## src/rtl/idex_operand_stage_if.sv

```systemverilog
// idex_operand_stage_if
//   Groups the decode-side inputs, the MEM/WB forwarding taps and the
//   EX-side outputs of the ID/EX operand stage into one bundle.
//   master : the environment (decode, MEM/WB stages, hazard unit, EX ALU)
//   slave  : the idex_operand_stage block
//   Signals:
//     flush_e, stall_e             pipeline control from the hazard unit
//     id_ctrl[4:0]                 {regwrite, memtoreg, memwrite, alusrc, regdst}
//     id_alucontrol, id_rd1, id_rd2, id_signimm, id_rs, id_rt, id_rd
//     mem_regwrite, mem_writereg, mem_aluout   MEM-stage forwarding tap
//     wb_regwrite, wb_writereg, wb_result      WB-stage forwarding tap
//     ex_srca, ex_srcb, ex_alucontrol, ex_writedata, ex_writereg, ex_ctrl
//     load_use_stall               load-use request to the hazard unit
interface idex_operand_stage_if #(
  parameter int WIDTH   = 32,
  parameter int REGBITS = 5
);
  logic               flush_e;
  logic               stall_e;
  logic [4:0]         id_ctrl;
  logic [2:0]         id_alucontrol;
  logic [WIDTH-1:0]   id_rd1;
  logic [WIDTH-1:0]   id_rd2;
  logic [WIDTH-1:0]   id_signimm;
  logic [REGBITS-1:0] id_rs;
  logic [REGBITS-1:0] id_rt;
  logic [REGBITS-1:0] id_rd;
  logic               mem_regwrite;
  logic [REGBITS-1:0] mem_writereg;
  logic [WIDTH-1:0]   mem_aluout;
  logic               wb_regwrite;
  logic [REGBITS-1:0] wb_writereg;
  logic [WIDTH-1:0]   wb_result;
  logic [WIDTH-1:0]   ex_srca;
  logic [WIDTH-1:0]   ex_srcb;
  logic [2:0]         ex_alucontrol;
  logic [WIDTH-1:0]   ex_writedata;
  logic [REGBITS-1:0] ex_writereg;
  logic [2:0]         ex_ctrl;
  logic               load_use_stall;

  modport master (
    output flush_e, stall_e, id_ctrl, id_alucontrol, id_rd1, id_rd2,
           id_signimm, id_rs, id_rt, id_rd,
           mem_regwrite, mem_writereg, mem_aluout,
           wb_regwrite, wb_writereg, wb_result,
    input  ex_srca, ex_srcb, ex_alucontrol, ex_writedata, ex_writereg,
           ex_ctrl, load_use_stall
  );

  modport slave (
    input  flush_e, stall_e, id_ctrl, id_alucontrol, id_rd1, id_rd2,
           id_signimm, id_rs, id_rt, id_rd,
           mem_regwrite, mem_writereg, mem_aluout,
           wb_regwrite, wb_writereg, wb_result,
    output ex_srca, ex_srcb, ex_alucontrol, ex_writedata, ex_writereg,
           ex_ctrl, load_use_stall
  );
endinterface

```

## src/rtl/idex_operand_stage.sv

```systemverilog
// idex_operand_stage
//   ID/EX pipeline register with EX-stage operand forwarding from MEM and WB,
//   plus load-use hazard detection against the instruction currently in ID.
//   Ports:
//     clk    rising-edge clock
//     reset  asynchronous, active-high; clears the whole register set
//     bus    idex_operand_stage_if.slave (decode inputs, forwarding taps,
//            EX outputs, load_use_stall)
module idex_operand_stage #(
  parameter int WIDTH   = 32,
  parameter int REGBITS = 5
) (
  input  logic                 clk,
  input  logic                 reset,
  idex_operand_stage_if.slave  bus
);

  logic [4:0]         ctrl_q,       ctrl_d;
  logic [2:0]         alucontrol_q, alucontrol_d;
  logic [WIDTH-1:0]   rd1_q,        rd1_d;
  logic [WIDTH-1:0]   rd2_q,        rd2_d;
  logic [WIDTH-1:0]   signimm_q,    signimm_d;
  logic [REGBITS-1:0] rs_q,         rs_d;
  logic [REGBITS-1:0] rt_q,         rt_d;
  logic [REGBITS-1:0] rd_q,         rd_d;

  // Flush beats stall: a flushed slot becomes an all-zero bubble.
  always_comb begin
    ctrl_d       = ctrl_q;
    alucontrol_d = alucontrol_q;
    rd1_d        = rd1_q;
    rd2_d        = rd2_q;
    signimm_d    = signimm_q;
    rs_d         = rs_q;
    rt_d         = rt_q;
    rd_d         = rd_q;
    if (bus.flush_e) begin
      ctrl_d       = '0;
      alucontrol_d = '0;
      rd1_d        = '0;
      rd2_d        = '0;
      signimm_d    = '0;
      rs_d         = '0;
      rt_d         = '0;
      rd_d         = '0;
    end else if (!bus.stall_e) begin
      ctrl_d       = bus.id_ctrl;
      alucontrol_d = bus.id_alucontrol;
      rd1_d        = bus.id_rd1;
      rd2_d        = bus.id_rd2;
      signimm_d    = bus.id_signimm;
      rs_d         = bus.id_rs;
      rt_d         = bus.id_rt;
      rd_d         = bus.id_rd;
    end
  end

  always_ff @(posedge clk or posedge reset) begin
    if (reset) begin
      ctrl_q       <= '0;
      alucontrol_q <= '0;
      rd1_q        <= '0;
      rd2_q        <= '0;
      signimm_q    <= '0;
      rs_q         <= '0;
      rt_q         <= '0;
      rd_q         <= '0;
    end else begin
      ctrl_q       <= ctrl_d;
      alucontrol_q <= alucontrol_d;
      rd1_q        <= rd1_d;
      rd2_q        <= rd2_d;
      signimm_q    <= signimm_d;
      rs_q         <= rs_d;
      rt_q         <= rt_d;
      rd_q         <= rd_d;
    end
  end

  logic               memtoreg_q, alusrc_q, regdst_q;
  logic               mem_hit_a, wb_hit_a, mem_hit_b, wb_hit_b;
  logic [WIDTH-1:0]   fwd_a, fwd_b;
  logic [REGBITS-1:0] writereg;

  assign memtoreg_q = ctrl_q[3];
  assign alusrc_q   = ctrl_q[1];
  assign regdst_q   = ctrl_q[0];

  // Register 0 is hardwired to zero, so a write to it is never forwarded.
  assign mem_hit_a = bus.mem_regwrite && (bus.mem_writereg != '0) && (bus.mem_writereg == rs_q);
  assign wb_hit_a  = bus.wb_regwrite  && (bus.wb_writereg  != '0) && (bus.wb_writereg  == rs_q);
  assign mem_hit_b = bus.mem_regwrite && (bus.mem_writereg != '0) && (bus.mem_writereg == rt_q);
  assign wb_hit_b  = bus.wb_regwrite  && (bus.wb_writereg  != '0) && (bus.wb_writereg  == rt_q);

  // MEM holds the younger result, so it wins over WB.
  always_comb begin
    fwd_a = rd1_q;
    if (mem_hit_a)     fwd_a = bus.mem_aluout;
    else if (wb_hit_a) fwd_a = bus.wb_result;
  end

  always_comb begin
    fwd_b = rd2_q;
    if (mem_hit_b)     fwd_b = bus.mem_aluout;
    else if (wb_hit_b) fwd_b = bus.wb_result;
  end

  assign writereg = regdst_q ? rd_q : rt_q;

  assign bus.ex_srca        = fwd_a;
  assign bus.ex_srcb        = alusrc_q ? signimm_q : fwd_b;
  assign bus.ex_writedata   = fwd_b;
  assign bus.ex_alucontrol  = alucontrol_q;
  assign bus.ex_writereg    = writereg;
  assign bus.ex_ctrl        = ctrl_q[4:2];

  // A load in EX whose destination is read by the instruction in ID cannot
  // be forwarded in time; the hazard unit stalls IF/ID and flushes EX.
  assign bus.load_use_stall = memtoreg_q && (writereg != '0) &&
                              ((writereg == bus.id_rs) || (writereg == bus.id_rt));

endmodule
```

## src/flat_wrapper.sv

```systemverilog
// flat-port wrapper written by rule: the top's interface ports become plain ports
module idex_operand_stage_flat 
#(
  parameter int WIDTH   = 32,
  parameter int REGBITS = 5
)
  (clk, reset, bus_flush_e, bus_stall_e, bus_id_ctrl, bus_id_alucontrol, bus_id_rd1, bus_id_rd2, bus_id_signimm, bus_id_rs, bus_id_rt, bus_id_rd, bus_mem_regwrite, bus_mem_writereg, bus_mem_aluout, bus_wb_regwrite, bus_wb_writereg, bus_wb_result, bus_ex_srca, bus_ex_srcb, bus_ex_alucontrol, bus_ex_writedata, bus_ex_writereg, bus_ex_ctrl, bus_load_use_stall);
  idex_operand_stage_if #(.WIDTH(WIDTH), .REGBITS(REGBITS)) bus_i ();
  input  logic clk;
  input  logic reset;
  input wire logic [$bits(bus_i.flush_e)-1:0] bus_flush_e;
  input wire logic [$bits(bus_i.stall_e)-1:0] bus_stall_e;
  input wire logic [$bits(bus_i.id_ctrl)-1:0] bus_id_ctrl;
  input wire logic [$bits(bus_i.id_alucontrol)-1:0] bus_id_alucontrol;
  input wire logic [$bits(bus_i.id_rd1)-1:0] bus_id_rd1;
  input wire logic [$bits(bus_i.id_rd2)-1:0] bus_id_rd2;
  input wire logic [$bits(bus_i.id_signimm)-1:0] bus_id_signimm;
  input wire logic [$bits(bus_i.id_rs)-1:0] bus_id_rs;
  input wire logic [$bits(bus_i.id_rt)-1:0] bus_id_rt;
  input wire logic [$bits(bus_i.id_rd)-1:0] bus_id_rd;
  input wire logic [$bits(bus_i.mem_regwrite)-1:0] bus_mem_regwrite;
  input wire logic [$bits(bus_i.mem_writereg)-1:0] bus_mem_writereg;
  input wire logic [$bits(bus_i.mem_aluout)-1:0] bus_mem_aluout;
  input wire logic [$bits(bus_i.wb_regwrite)-1:0] bus_wb_regwrite;
  input wire logic [$bits(bus_i.wb_writereg)-1:0] bus_wb_writereg;
  input wire logic [$bits(bus_i.wb_result)-1:0] bus_wb_result;
  output wire logic [$bits(bus_i.ex_srca)-1:0] bus_ex_srca;
  output wire logic [$bits(bus_i.ex_srcb)-1:0] bus_ex_srcb;
  output wire logic [$bits(bus_i.ex_alucontrol)-1:0] bus_ex_alucontrol;
  output wire logic [$bits(bus_i.ex_writedata)-1:0] bus_ex_writedata;
  output wire logic [$bits(bus_i.ex_writereg)-1:0] bus_ex_writereg;
  output wire logic [$bits(bus_i.ex_ctrl)-1:0] bus_ex_ctrl;
  output wire logic [$bits(bus_i.load_use_stall)-1:0] bus_load_use_stall;
  assign bus_i.flush_e = bus_flush_e;
  assign bus_i.stall_e = bus_stall_e;
  assign bus_i.id_ctrl = bus_id_ctrl;
  assign bus_i.id_alucontrol = bus_id_alucontrol;
  assign bus_i.id_rd1 = bus_id_rd1;
  assign bus_i.id_rd2 = bus_id_rd2;
  assign bus_i.id_signimm = bus_id_signimm;
  assign bus_i.id_rs = bus_id_rs;
  assign bus_i.id_rt = bus_id_rt;
  assign bus_i.id_rd = bus_id_rd;
  assign bus_i.mem_regwrite = bus_mem_regwrite;
  assign bus_i.mem_writereg = bus_mem_writereg;
  assign bus_i.mem_aluout = bus_mem_aluout;
  assign bus_i.wb_regwrite = bus_wb_regwrite;
  assign bus_i.wb_writereg = bus_wb_writereg;
  assign bus_i.wb_result = bus_wb_result;
  assign bus_ex_srca = bus_i.ex_srca;
  assign bus_ex_srcb = bus_i.ex_srcb;
  assign bus_ex_alucontrol = bus_i.ex_alucontrol;
  assign bus_ex_writedata = bus_i.ex_writedata;
  assign bus_ex_writereg = bus_i.ex_writereg;
  assign bus_ex_ctrl = bus_i.ex_ctrl;
  assign bus_load_use_stall = bus_i.load_use_stall;
  idex_operand_stage #(.WIDTH(WIDTH), .REGBITS(REGBITS)) u_core (.clk(clk), .reset(reset), .bus(bus_i));
endmodule
```

## config.mk

```make
export PLATFORM = sky130hd
export DESIGN_NAME = idex_operand_stage_flat
export DESIGN_NICKNAME = d
export VERILOG_FILES = /design/src/rtl/idex_operand_stage_if.sv /design/src/rtl/idex_operand_stage.sv /design/src/flat_wrapper.sv
export SDC_FILE = /design/constraint.sdc
export NUM_CORES = 1
export LEC_CHECK = 0
export CAP_MARGIN = 15
export CORE_UTILIZATION = 39
export DETAILED_ROUTE_END_ITERATION = 8
export PLACE_DENSITY = 0.78
export SYNTH_ARGS = -nofsm -noshare
export SYNTH_HDL_FRONTEND = slang
export SYNTH_SLANG_ARGS = --single-unit
```

## constraint.sdc

```tcl
create_clock -name clk -period 4.1 [get_ports clk]
set_input_delay 0.82 -clock clk [delete_from_list [all_inputs] [get_ports clk]]
set_output_delay 0.82 -clock clk [all_outputs]
set_load 0.05 [all_outputs]
```

Fig. 1: floorplan with the power grid
Scale bar: 50 µm. Pins as bars on the die edge. Tap cells in grey.
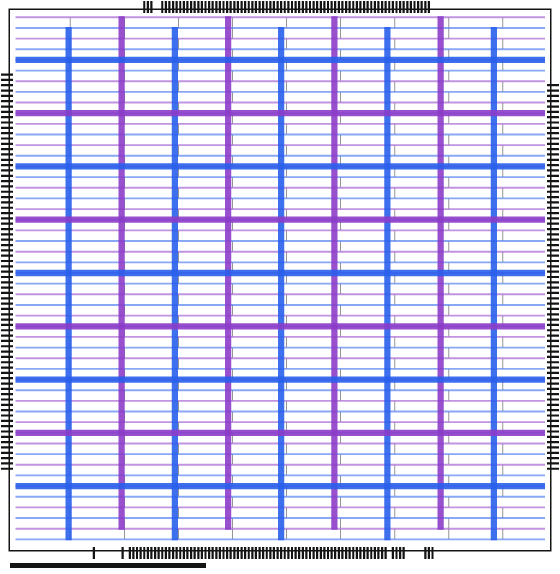
VDD -> purple
VSS -> blue
met1 rails = 50
tap cells = 229
met5 straps = 9

Fig. 2: placed cells, one colour a class
Scale bar: 50 µm.
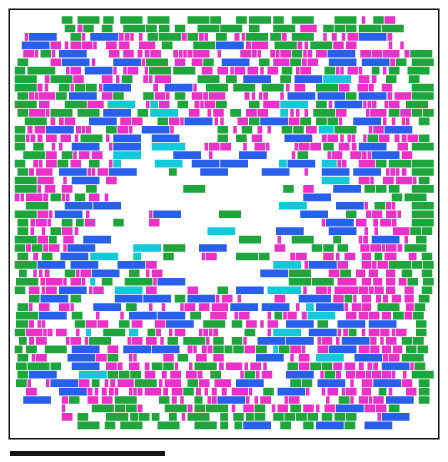
sequential cells -> blue  # cells 119
combinational and other logic -> magenta  # cells 588
clock drivers and dummy loads -> cyan  # cells 31
remaining buffers and delay cells -> green  # cells 329

Fig. 3: clock wires, drivers and flops
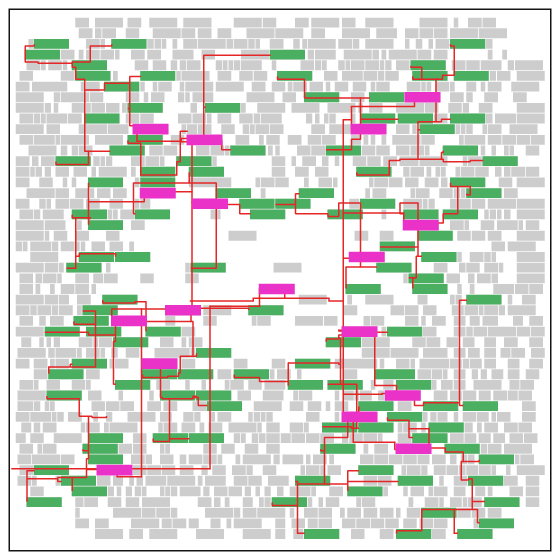
clock drivers -> magenta  # count 17
clock wires -> red  # length 1730 µm
flip-flops -> green  # count 119
routed clock nets = 18
flops lie = widely spread
insertion delay to the later sink of the worst-skew pair: 0.42 ns
worst clock skew: 0 ns

==> results.py <==
# Auto-generated metrics
metrics = {
    "outcome": {
        "run_status": "completed",
    },
    "synthesis": {
        "yosys-stat-cells": 772,
        "postSynth.topFlopCell": "dfrtp_1",
        "synth_top_area_share_pct": 41.4,
        "synthesis.instances": 772,
        "yosysSeqAreaShare_pct": 41.4,
        "mux_area_share_pct": 26.1,
        "synth.avg_cell_area_um2": 9.33,
        "syn_area_um2": 7200,
        "synth.lib_cells_used.distinct": 25,
        "ys_top_cells_by_area": "dfrtp_1, mux2i_1, nor2_1",
        "cell_accounting_for_the_most_synthesized_area": "dfrtp_1",
        "yosys-stat-area_um2": 7200,
        "logic_family": "multiplexers",
        "ys_ff": 119,
        "fa_ha_area_share_pct": 0,
    },
    "clock_tree": {
        "ctsResizeCount": 0,
        "cts_hold_repair.buffers": 0,
        "numClockSinks": 119,
        "ctsLongestPathBuffers": 2,
        "post_cts_repair_setup_buffers": 0,
        "tritoncts": "yes",
    },
    "cells_and_area": {
        "antenna-diode-count": 1,
        "layout_top_registers": "u_core.rd1_q (32), u_core.rd2_q (32), u_core.signimm_q (32)",
        "finish.instance_area_um2": 12100,
        "logic_gate_count": 550,
        "biggestCellCategory": "non-clock buffers",
        "signal_buffers": 329,
        "lay_top_cells": "clkdlybuf4s50_1, mux2i_1, nor2_1, dfrtp_1, buf_12",
        "seq_cells": 119,
        "combAreaFraction_pct": 32.4,
        "area.growth.synth_to_final_pct": 68.7,
        "clock_cell_area_share_pct": 4.79,
        "clkbuf_count": 19,
        "non_clock_inverter_count": 38,
        "area_share_nonclk_buffers_pct": 34.6,
        "ff_latch_area_um2": 2980,
    },
    "timing": {
        "setup_total_negative_slack_ns": 0,
        "worst-slew-pin-transition_ns": 1.03,
        "fmax_ghz": 0.249,
    },
    "floorplanning": {
        "tapcell.inserted": 229,
        "top_level_ports": 307,
        "row_count": 49,
        "die-width_um": 138,
        "chip_area_um2": 19000,
    },
    "worst_hold_path": {
        "min_from": "u_core.rd1_q[16]",
        "worstHoldPathType": "flop to flop",
        "timing.hold.worst_path_depth": 2,
        "worstHoldEndpoint": "u_core.rd1_q[16]",
    },
    "worst_setup_path": {
        "critical_path_cell_count": 8,
        "cp.buffers_inverters": 3,
        "worstReg2RegEnd": "u_core.ctrl_q[1]",
        "critical_path.startpoint": "bus_wb_writereg[0]",
        "r2r.worst_path.cells": 2,
        "critical_path.slowest_cell": "or4_1",
        "critical_path_capture_point": "bus_ex_srcb[11]",
        "crit_path_max_incr_delay_ns": 0.55,
        "r2r_slack_ns": 2.70,
        "critical_path.cell_chain": "clkdlybuf4s50_1 > or4_1 > o21a_1 > and4_4 > buf_12 > mux2i_1 > a221oi_2 > clkbuf_16",
        "worst-endpoint-required_ns": 3.28,
        "worst-endpoint-arrival_ns": 3.19,
    },
    "power": {
        "seq_power_mw": 1.30,
        "fin_total_pwr_mw": 4.13,
        "cell_internal_pwr_mw": 2.81,
        "switching_share_pct": 32.0,
        "leakage_nw": 5.23,
        "pwr-share-clk_pct": 35.7,
        "pwr.group.clock_mw": 1.47,
    },
    "place": {
        "place.gp.congestion": 0.874,
        "post-place-cells": 1264,
        "placed_area_um2": 11500,
        "dp.final_hpwl_um": 17900,
    },
    "detailed_routing": {
        "drc_errors": 0,
        "maxUsedRoutingLayer": "met5",
        "avgRoutedWirePerCell_um": 19.2,
        "met3RoutedLength_um": 1910,
        "1st_iter_drt_viols": 265,
        "via_count": 6919,
    },
    "global_routing": {
        "wire_length_of_the_first_global_routing_pass_um": 37500,
        "grt_start_max_net_pins": 67,
        "globalRoute.totalOverflow": 0,
    },
    "run": {
        "total_of_max_cap_violations": 0,
        "warnings": 26,
    },
}
Fig. 4: wiring by layer
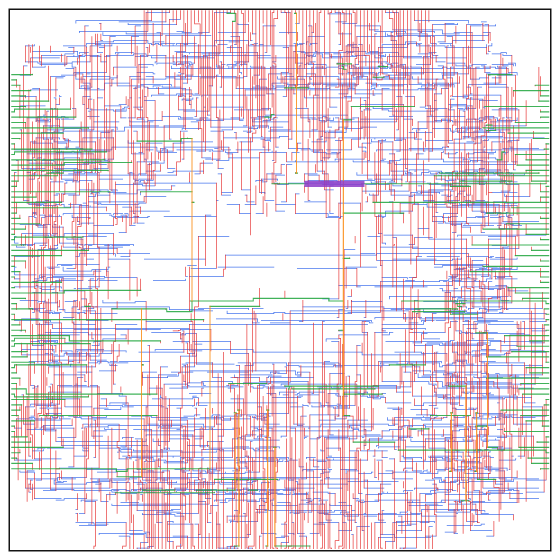
metal 4 -> orange  # wire length 445 µm
metal 2 -> red  # wire length 12400 µm
metal 3 -> green  # wire length 1910 µm
metal 5 -> purple  # wire length 13.8 µm
metal 1 -> blue  # wire length 10100 µm

Fig. 5: track usage over the die
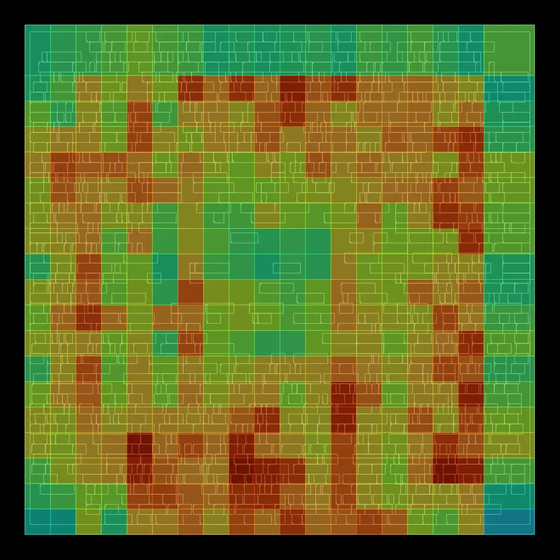
GRT busiest layer: met2
final core occ: 67.4%
met3 Use GR: 7.35%
fraction of met1 tracks used by global routing: 31.8%
met2 usage in global routing: 44.4%

No activity file was given, so power comes from the tool's default toggle rates.
